==> src/rtl/lsu_pkg.sv <==
// lsu_pkg: funct3 codes, FSM states and access-geometry helpers shared by the load/store unit
package lsu_pkg;
  localparam logic [2:0] F3_B  = 3'b000;
  localparam logic [2:0] F3_H  = 3'b001;
  localparam logic [2:0] F3_W  = 3'b010;
  localparam logic [2:0] F3_BU = 3'b100;
  localparam logic [2:0] F3_HU = 3'b101;
  typedef enum logic [1:0] {IDLE, ACC0, ACC1, RESP} state_t;
  function automatic logic [3:0] size_mask(input logic [2:0] f3);
    return f3[1:0] == 2'b00 ? 4'h1 : f3[1:0] == 2'b01 ? 4'h3 : 4'hF;
  endfunction
  // true when offset + size runs past the end of the 32-bit word
  function automatic logic crosses(input logic [1:0] off, input logic [2:0] f3);
    return f3[1:0] == 2'b00 ? 1'b0 : f3[1:0] == 2'b01 ? off == 2'd3 : off != 2'd0;
  endfunction
  function automatic logic legal(input logic wen, input logic [2:0] f3);
    return f3 == F3_B || f3 == F3_H || f3 == F3_W || (!wen && (f3 == F3_BU || f3 == F3_HU));
  endfunction
endpackage

==> src/rtl/lsu_align.sv <==
// lsu_align: store lane shift and strobes for both word halves, load extract with sign/zero extension
module lsu_align
  import lsu_pkg::*;
(
  input  logic [1:0]  off,
  input  logic [2:0]  funct3,
  input  logic [31:0] wdata,
  input  logic [31:0] lo,
  input  logic [31:0] hi,
  output logic [3:0]  strb0,
  output logic [3:0]  strb1,
  output logic [31:0] wdata0,
  output logic [31:0] wdata1,
  output logic [31:0] rdata
);
  logic [4:0] sh;
  logic [31:0] w;
  always_comb begin
    sh = {off, 3'b000};
    {strb1, strb0} = {4'b0000, size_mask(funct3)} << off;
    {wdata1, wdata0} = {32'b0, wdata} << sh;
    w = 32'({hi, lo} >> sh);
    rdata = funct3 == F3_B  ? {{24{w[7]}}, w[7:0]} :
            funct3 == F3_H  ? {{16{w[15]}}, w[15:0]} :
            funct3 == F3_BU ? {24'b0, w[7:0]} :
            funct3 == F3_HU ? {16'b0, w[15:0]} : w;
  end
endmodule

==> src/rtl/lsu.sv <==
// lsu: single-outstanding load/store unit driving a word-aligned RAM port, splitting word-crossing accesses
module lsu
  import lsu_pkg::*;
#(
  parameter bit ALLOW_MISALIGNED = 1'b1
) (
  input  logic        clk,
  input  logic        reset,
  input  logic        req_valid,
  output logic        req_ready,
  input  logic        req_wen,
  input  logic [2:0]  req_funct3,
  input  logic [31:0] req_addr,
  input  logic [31:0] req_wdata,
  output logic        rsp_valid,
  output logic [31:0] rsp_rdata,
  output logic        rsp_err,
  output logic        mem_wen,
  output logic [31:0] mem_wdata,
  output logic [3:0]  mem_wstrb,
  output logic [31:0] mem_addr,
  input  logic [31:0] mem_rdata
);
  state_t state, nxt;
  logic wen_r, err_r, bad, acc;
  logic [2:0] f3_r;
  logic [31:0] addr_r, wdata_r, lo, hi, base, ld_data, wdata0, wdata1;
  logic [3:0] strb0, strb1;
  lsu_align u_align (
    .off(addr_r[1:0]), .funct3(f3_r), .wdata(wdata_r), .lo(lo), .hi(hi),
    .strb0(strb0), .strb1(strb1), .wdata0(wdata0), .wdata1(wdata1), .rdata(ld_data)
  );
  always_ff @(posedge clk) begin
    if (!reset) begin
      state <= IDLE;
      wen_r <= 1'b0;
      err_r <= 1'b0;
      f3_r <= 3'b000;
      addr_r <= 32'b0;
      wdata_r <= 32'b0;
      lo <= 32'b0;
      hi <= 32'b0;
    end else begin
      state <= nxt;
      if (state == IDLE && req_valid) begin
        wen_r <= req_wen;
        err_r <= bad;
        f3_r <= req_funct3;
        addr_r <= req_addr;
        wdata_r <= req_wdata;
        lo <= 32'b0;
        hi <= 32'b0;
      end
      if (state == ACC0 && !wen_r) lo <= mem_rdata;
      if (state == ACC1 && !wen_r) hi <= mem_rdata;
    end
  end
  always_comb begin
    bad = !legal(req_wen, req_funct3) || (!ALLOW_MISALIGNED && crosses(req_addr[1:0], req_funct3));
    nxt = state == IDLE ? (req_valid ? (bad ? RESP : ACC0) : IDLE) :
          state == ACC0 ? (crosses(addr_r[1:0], f3_r) ? ACC1 : RESP) :
          state == ACC1 ? RESP : IDLE;
    base = {addr_r[31:2], 2'b00};
    acc = state == ACC0 || state == ACC1;
    req_ready = state == IDLE;
    rsp_valid = state == RESP;
    rsp_err = state == RESP && err_r;
    rsp_rdata = state == RESP && !wen_r && !err_r ? ld_data : 32'b0;
    // reset gates the write strobe combinationally so an access cut by reset never lands
    mem_wen = reset && acc && wen_r;
    mem_addr = state == ACC0 ? base : state == ACC1 ? base + 32'd4 : 32'b0;
    mem_wstrb = state == ACC0 ? strb0 : state == ACC1 ? strb1 : 4'b0;
    mem_wdata = state == ACC0 ? wdata0 : state == ACC1 ? wdata1 : 32'b0;
  end
endmodule

==> config.mk <==
export PLATFORM = sky130hd
export DESIGN_NAME = lsu
export DESIGN_NICKNAME = d
export VERILOG_FILES = /design/src/rtl/lsu_pkg.sv /design/src/rtl/lsu_align.sv /design/src/rtl/lsu.sv
export SDC_FILE = /design/constraint.sdc
export NUM_CORES = 1
export LEC_CHECK = 0
export CORE_UTILIZATION = 30
export DETAILED_ROUTE_END_ITERATION = 16
export PLACE_DENSITY_LB_ADDON = 0.05
export SLEW_MARGIN = 20
export SYNTH_ARGS = -nofsm -noshare
export SYNTH_HDL_FRONTEND = slang
export SYNTH_HIERARCHICAL = 1
export SYNTH_SLANG_ARGS = --single-unit
==> constraint.sdc <==
create_clock -name clk -period 6.8 [get_ports clk]
set_input_delay 1.36 -clock clk [delete_from_list [all_inputs] [get_ports clk]]
set_output_delay 1.36 -clock clk [all_outputs]
set_load 0.05 [all_outputs]
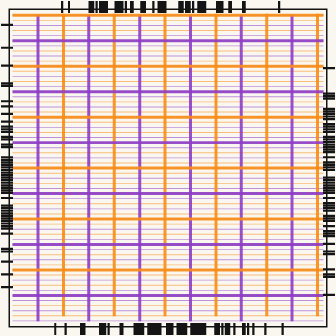
(run_1/floorplan.png)
Pins as bars on the die edge.
| color | net |
|---|---|
| purple | VSS |
| orange | VDD |
rows: 60
met4 straps: 12
met1 rails: 61
signal pins: 207

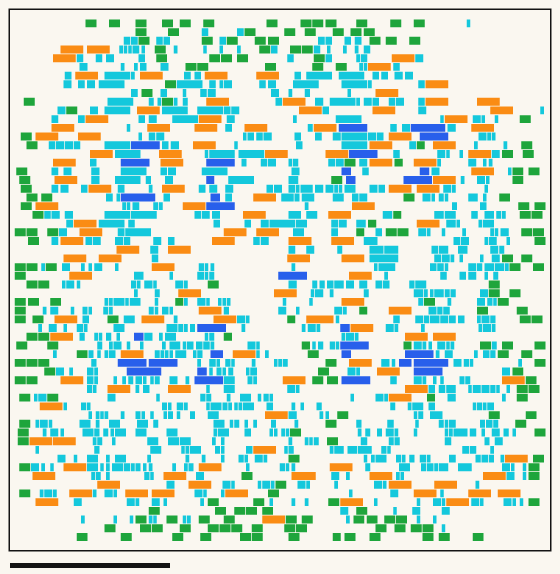
(run_1/class_map.png)
The bar under the picture is 50 µm long.
| color | class | cells | share of their area |
|---|---|---|---|
| cyan | remaining logic cells | 858 | 50% |
| blue | clock drivers and dummy loads | 32 | 6.1% |
| orange | registers | 127 | 24% |
| green | remaining buffers and delay cells | 216 | 20% |

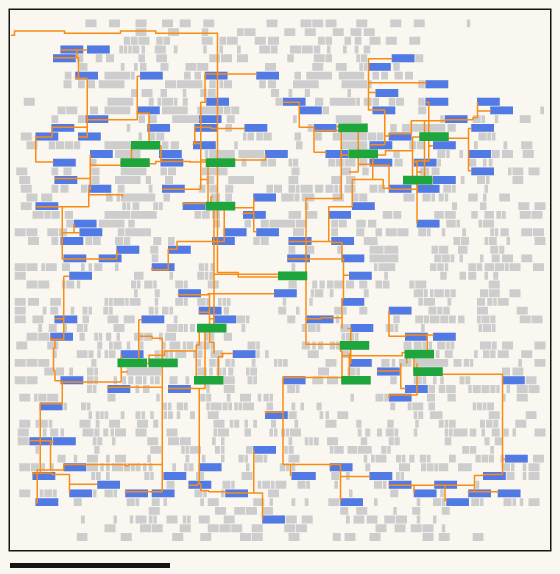
(run_1/clock_wires.png)
The bar under the picture is 50 µm long.
[orange] clock wires | length: 2170 µm
[green] clock-net drivers | count: 17
[blue] flip-flops | count: 127
routed clock nets: 18

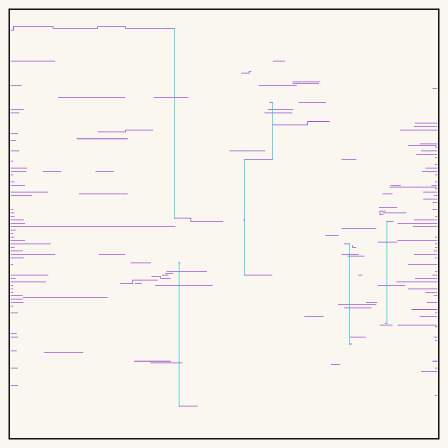
(run_1/layers.png)
Two of the layers only.
| color | layer | wire length |
|---|---|---|
| cyan | M4 | 279 µm |
| purple | M3 | 1200 µm |
total track usage: 20.3%
DR WL/cell: 17.9 µm
vias: 8137

run 1: power by group through the flow:
stage	Combinational [µW]	Clock, µW	Sequential, µW
floorplan	369	0	842
CTS	532	1050	866
global placement	528	0	882
detailed placement	530	0	883
global route	573	1080	877
finish	526	1030	866
run 1: registers in the layout, indices dropped and copies added (netlist names):
signal	count
addr_r	32
lo	32
wdata_r	32
hi	24
f3_r	3
state	2
err_r	1
wen_r	1
run 1: worst max path at each step:
| stage | start | end | slack [ns] | depth (start not counted) |
|---|---|---|---|---|
| detailed placement | state[0]$_SDFF_PN0_ | mem_addr[25] | 2.15 | 7 |
| global placement | state[1]$_SDFF_PN0_ | mem_addr[14] | 2.20 | 6 |
| floorplan | addr_r[5]$_SDFFE_PN0P_ | mem_addr[25] | 2.34 | 6 |
| CTS | state[0]$_SDFF_PN0_ | mem_addr[25] | 1.69 | 7 |
| global route | state[0]$_SDFF_PN0_ | mem_addr[25] | 1.54 | 7 |
| finish | state[1]$_SDFF_PN0_ | mem_addr[14] | 1.78 | 6 |
run 1: per-stage QoR:
step           cells  setup WS (ns)  hold WS [ns]  cell area [µm²]
2_1_floorplan   1098           2.34         0.451             8370
4_1_cts         1605           1.69         0.490            11100
6_report        1605           1.78         0.488            11100
3_5_place_dp    1573           2.15         0.484            10500
3_3_place_gp    1573           2.20         0.470            10500
5_1_grt         1605           1.54         0.507            11100
run 1: metal layers:
metal	GRT usage, %	vias to the layer above	part of all wire [%]
met1	27.8	3878	48
met2	33.2	214	47
met4	4.39	0	0.97
met5	0	-	0
li1	-	4031	-
met3	3.48	14	4.2
run 1: area by class of cell:
class	count	area, µm²
Clock inverter	15	220
Multi-Input combinational cell	847	5300
Tap cell	372	465
Fill cell	2770	16000
Sequential cell	127	2550
Timing Repair Buffer	216	2130
Clock buffer	17	425
Inverter	11	41.3
==> ci_impl_report.md, run 1 <==
## Implementation flow summary

| Metric | Value |
|---|---|
| Antenna cells | 0 |
| R2R depth | 8 |
| CP max stage delay | ~0.84 ns |
| Vias in the first global route | 7758 |
| Most common logic cells in the final layout | 292 x nand2_1, 203 x clkdlybuf4s50_1, 125 x dfxtp_1 |
| Largest net degree at the start of global routing | 108 |
| RePlAce Congestion | about 0.8 |
| Post-synthesis cell count | 1089 |
| Crit-path cells | inv_1, ha_4, nand2b_1, or4_1, o21ai_0, clkdlybuf4s50_1 |
| Max H-tree Level | 4 |
| TNS Setup | 0 ns |
| # DRC | 0 |
| Final setup violation count | 0 |
| Final hold vios | 0 |
| Clock-pin transition on the worst setup and hold timing paths | ~0.07 ns |
| Comb power frac | between 20% and 30% |
| Sw Share | 32.6% |
| Vias per cell | 5.07 |
| Worst Path Class, Setup | reg2out |
| Late-Pin Clk Latency | roughly 0.43 ns |
| Crit end category | primary output |
| Critical path fanouts, max | 107 |
| Row Count | 60 |
| Final Power | 2420 µW |
| Hold wc startpoint | wdata_r[11]$_SDFFE_PN0P_ |
| Critical Path Source Type | flip-flop |
| Port Buffers | 204 |
| Final core utilization | 41.0% |
| Final Cycle Share | 73.9% |
| Least-Margin Pin Slew | 1.07 ns |
| Die X | approximately 170 µm |
| Worst r2r src | state[1]$_SDFF_PN0_ |
| VDD IR max | 133 µV |
| Worst min path class | reg2reg |
| Max Slew Vio Count | 0 |
| Synth Warn # | 6 |
| Die area | between 20000 and 30000 µm² |
| Die height | 169 µm |
| CTS tree | built |
| # nets final | 1328 |
| Overall routed net length | approximately 29 mm |
| Status | finished clean |
==> run_1/clock_nets.png <==
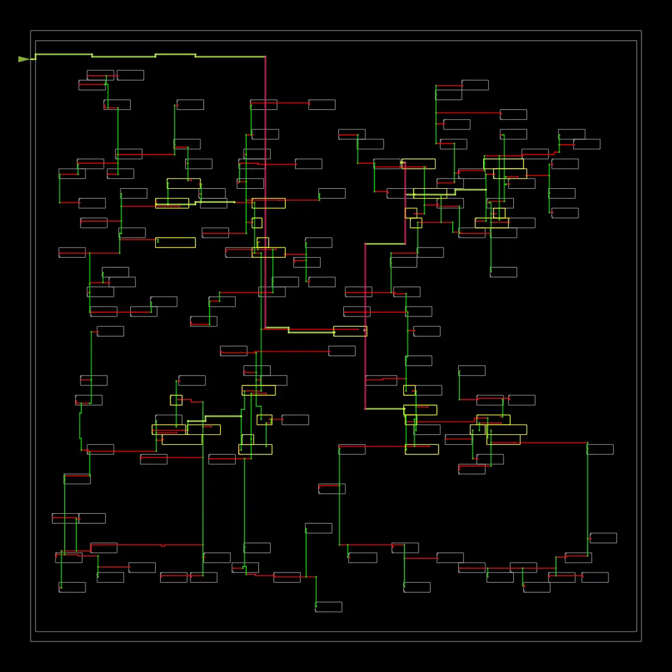

--- run 2 (diff from run 1) ---
clock period = 4.8 ns   (was 6.8 ns; I/O delays follow)
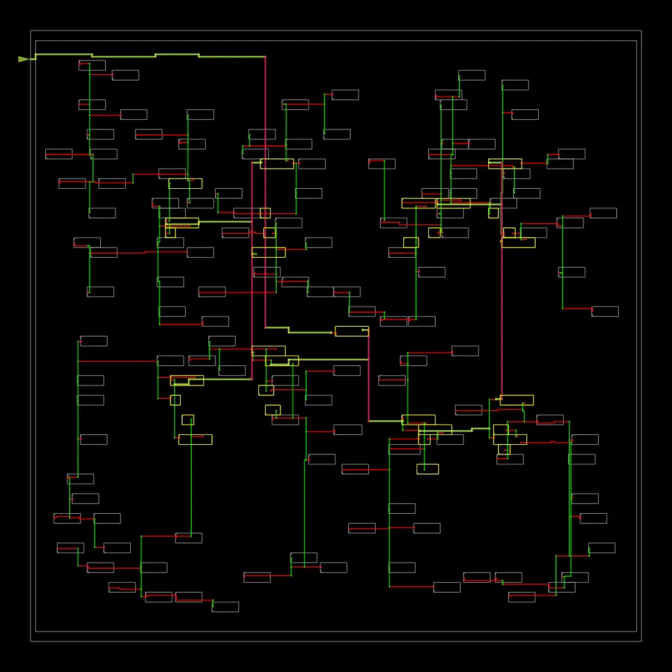
(run_2/clock_nets.png)
sequential cell count: 127
Late-Pin Clk Latency: 0.43 ns
clk_skew: 0.0138 ns

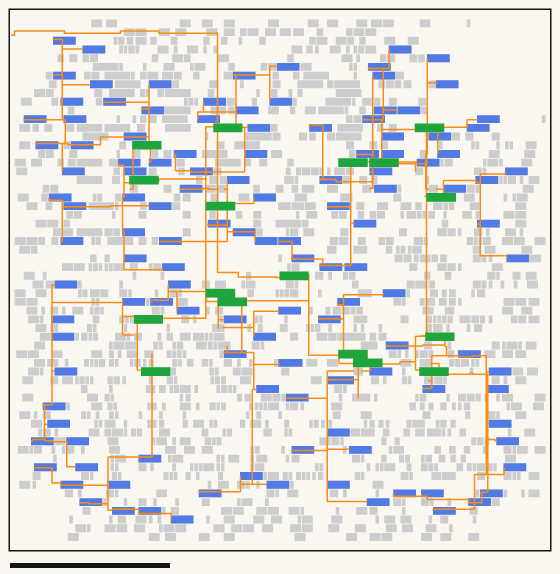
(run_2/clock_wires.png)
The bar under the picture is 50 µm long.
[orange] clock wires | length: 2170 µm
[blue] flip-flops | count: 127
[green] clock-net drivers | count: 17
flops lie: spread over the die
routed clock nets: 18

==> run 2 against run 1 <==
Net effect: final cell count up 0.50%; largest power group unchanged; final area fell by 0.15%; critical endpoint is now mem_wdata[4]; non-clock buffer count is 8 higher; synthesized cell count unchanged; die size unchanged; critical path depth unchanged; count of clock-buffer cells in the layout is the same; via count down 0.18%; clock skew decreased by 0.0040 ns.
==> ci_impl_report.md, run 2 <==
## Implementation flow summary

| Metric | Value |
|---|---|
| Met2 wire length | 13.6 mm (was 13.5 mm) |
| Clock-pin transition on the worst setup and hold timing paths | 0.07 ns (about the same) |
| TNS Setup | 0 ns (unchanged) |
| Total track usage | 20.8% (was 20.3%) |
| Max Slew Vio Count | 0 (unchanged) |
| Overall routed net length | 29.0 mm (was 28.7 mm) |
| # nets final | 1336 (was 1328) |
| Status | finished clean (unchanged) |
| Gr busiest metal | met2 (unchanged) |
| Most common logic cells in the final layout | 292 x nand2_1, 203 x clkdlybuf4s50_1, 125 x dfxtp_1 (unchanged) |
| Critical path fanouts, max | 42 (was 107) |
| Crit end category | primary output (unchanged) |
| CP max stage delay | 0.89 ns (was 0.84 ns) |
| Vias | 8122 (was 8137) |
| Least-Margin Pin Slew | 0.939 ns (was 1.07 ns) |
| Placed cell area | 10500 µm² (about the same) |
| Row Count | 60 (unchanged) |
| DR WL/cell | 18.0 µm (was 17.9 µm) |
| Wl on met1 | 13.8 mm (was 13.7 mm) |
| CTS tree | built (unchanged) |
| Die height | 169 µm (unchanged) |
| Final setup violation count | 0 (unchanged) |
| Synth Warn # | 6 (unchanged) |
| Worst min path class | reg2reg (unchanged) |
-- run 2: netlist changes by cell type in the layout (fill, tap and decap cells not counted) --
cell / delta
inv_8: +2
clkinvlp_4: +3
inv_6: +1
bufinv_16: -4
buf_4: +8
clkinv_4: -3
clkinv_8: +1
-- run 2: power breakdown --
group	internal, µW	leakage (µW)	switching [µW]	total [µW]
clock network	688	0.000268	586	1270
registers	1120	0.00104	102	1230
logic	303	0.00254	450	752
-- run 2: worst min-delay path, delay by kind of cell, from the launching register on --
| family | cells | cell delay [ns] |
|---|---|---|
| DFF | 1 | 0.32 |
| and+or+nand+nor | 1 | 0.05 |
| AOI/OAI and AO/OA | 1 | 0.06 |
-- run 2: cell type report --
| type | instances | area (µm²) |
|---|---|---|
| multi-input combinational | 847 | 5300 |
| fill | 2777 | 16000 |
| clock buffer | 17 | 425 |
| clock inverter | 15 | 144 |
| timing repair buffer | 224 | 2190 |
| sequential | 127 | 2550 |
| tap | 372 | 465 |
| inverter | 11 | 41.3 |
-- run 2: worst paths after layout --
path	start	to	slack, ns	depth (start not counted)
max	addr_r[0]$_SDFFE_PN0P_	mem_wdata[4]	0.36	6
max reg2reg	state[0]$_SDFF_PN0_	hi[7]$_SDFFE_PN0P_	2.38	9
min reg2reg	wdata_r[13]$_SDFFE_PN0P_	wdata_r[13]$_SDFFE_PN0P_	0.48	2
min	wdata_r[13]$_SDFFE_PN0P_	wdata_r[13]$_SDFFE_PN0P_	0.48	2
-- run 2: metrics by stage --
step,util [%],power [µW],hold WS [ns],worst slack (ns),cells
final,41.0,3250,0.482,0.357,1613
after global routing,41.0,3430,0.507,0.150,1613
after CTS,41.0,3310,0.487,0.323,1613
after detailed placement,38.9,2010,0.478,0.801,1581
after global placement,38.9,2010,0.472,0.803,1581
after floorplan,-,1720,0.451,0.744,1098
==> run_2/class_map.png <==
The bar under the picture is 50 µm long.
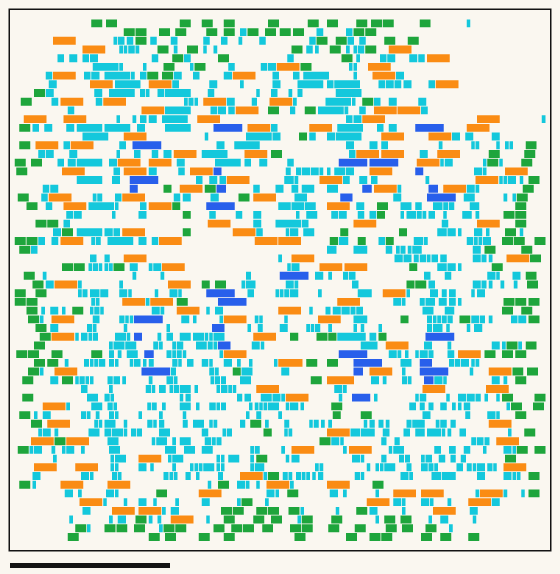

--- run 3 (diff from run 2) ---
CORE_MARGIN = 2   (was default)
clock period = 5 ns   (was 4.8 ns; I/O delays follow)
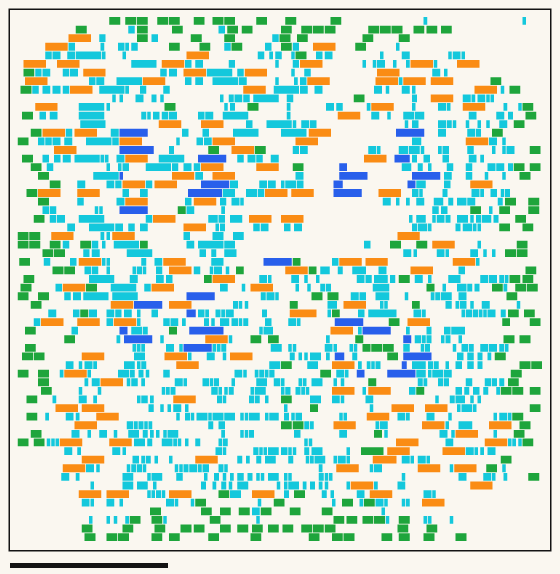
(run_3/class_map.png)
The bar under the picture is 50 µm long.
Row Count: 61
final core utilization: 40.5%

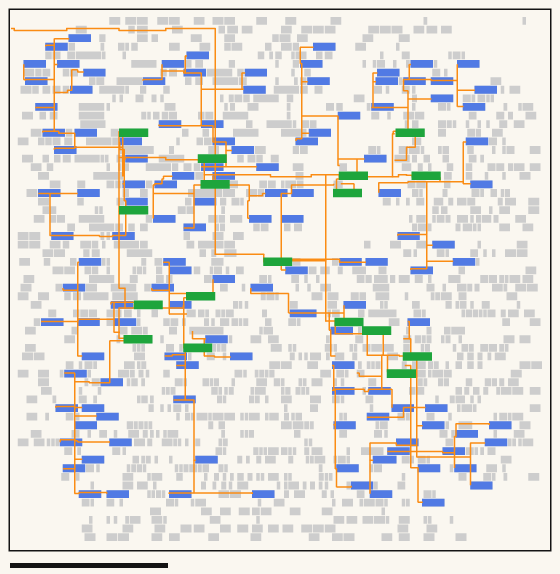
(run_3/clock_wires.png)
The bar under the picture is 50 µm long.
Clock group: 1300 µW
clock power share: 40.5%
Late-Pin Clk Latency: 0.42 ns

==> run 3 against run 2 <==
Net effect: non-clock buffer count fell by 1; largest power group unchanged; highest routed layer unchanged; critical path depth did not move; global-route usage fell by 0.90 points.
==> ci_impl_report.md, run 3 <==
## Implementation flow summary

| Metric | Value |
|---|---|
| Critical Path Source Type | flip-flop (unchanged) |
| Least-Margin Pin Slew | 0.845 ns (was 0.939 ns) |
| DR WL/cell | 18.1 µm (was 18.0 µm) |
| Gr busiest metal | met2 (unchanged) |
| Worst Path Class, Setup | reg2out (unchanged) |
| Int Power | 2170 µW (was 2110 µW) |
| Worst hold stages | 2 (unchanged) |
| Sw Share | 32.2% (was 35.0%) |
| GR Util met1 | 28.7% (was 28.6%) |
| Max Slew Vio Count | 0 (unchanged) |
| Vias in the first global route | 7657 (was 7861) |
| Die height | 171 µm (was 169 µm) |
| Port Buffers | 204 (unchanged) |
| Die X | 171 µm (was 169 µm) |
| TNS Setup | 0 ns (unchanged) |
| Total track usage | 19.9% (was 20.8%) |
| P_sw | 1030 µW (was 1140 µW) |
| Status | finished clean (unchanged) |
| WHS Endpoint | wdata_r[18]$_SDFFE_PN0P_ (was wdata_r[13]$_SDFFE_PN0P_) |
| RePlAce Congestion | 0.827 (was 0.851) |
| Synth Warn # | 6 (unchanged) |
| Setup WS post-layout | 0.599 ns (was 0.357 ns) |
| Hold wc startpoint | wdata_r[18]$_SDFFE_PN0P_ (was wdata_r[13]$_SDFFE_PN0P_) |
| Vias | 8193 (was 8122) |
| Clock-pin transition on the worst setup and hold timing paths | 0.06 ns (was 0.07 ns) |
| GRT met3 Usage | 3.28% (was 3.65%) |
| # nets final | 1335 (was 1336) |
| Worst min path class | reg2reg (unchanged) |
| DP Worst Slack | 1.00 ns (was 0.801 ns) |
| # DRC | 0 (unchanged) |
| Die area | 29200 µm² (was 28500 µm²) |
| Comb power frac | 23.1% (about the same) |
| Crit-path cells | inv_1, ha_4, nand2b_1, or4_1, o21ai_0, clkdlybuf4s50_1 (was buf_4, mux2i_1, o21ai_1, nand2_1, o21ai_0, clkdlybuf4s50_1) |
| Final Cycle Share | 88.0% |
run 3: final cells by class:
class	count	area [µm²]	area share [%]
clock inverter	12	159	1.42
sequential	127	2550	22.8
multi-input combinational	847	5300	47.5
clock buffer	19	443	3.97
inverter	11	41.3	0.370
tap	378	473	4.24
timing repair buffer	223	2190	19.7
run 3: critical path, delay by kind of cell, from the launching register on:
family / cells / cell delay, ns
fa+ha+maj: 1 / 0.30
buf+inv: 2 / 0.93
compound gates: 1 / 0.16
flops: 1 / 0.35
simple gates: 2 / 1.23
run 3: worst max path at each step:
stage	start	end
after floorplan	addr_r[5]$_SDFFE_PN0P_	mem_addr[25]
after global placement	state[1]$_SDFF_PN0_	mem_addr[27]
after detailed placement	state[1]$_SDFF_PN0_	mem_addr[27]
after CTS	state[1]$_SDFF_PN0_	mem_addr[27]
after global routing	state[1]$_SDFF_PN0_	mem_addr[14]
final	state[1]$_SDFF_PN0_	mem_addr[14]
run 3: routing by layer:
layer | share of wire, % | wire [µm]
met1 | 49 | 14300
met2 | 45 | 13200
met3 | 5.0 | 1470
met4 | 0.90 | 263
met5 | 0.044 | 13
run 3: power by group through the flow:
stage          clock network, µW  logic (µW)  registers, µW
6_report                    1300         740           1160
5_1_grt                     1370         807           1180
4_1_cts                     1330         747           1160
3_5_place_dp                   0         746           1190
3_3_place_gp                   0         745           1180
2_1_floorplan                  0         501           1150
run 3: through the flow:
stage	std cells	hold WS [ns]
6_report	1617	0.487
5_1_grt	1617	0.512
4_1_cts	1617	0.486
3_5_place_dp	1586	0.478
3_3_place_gp	1586	0.470
2_1_floorplan	1098	0.451
No activity file was given, so power comes from the tool's default toggle rates.
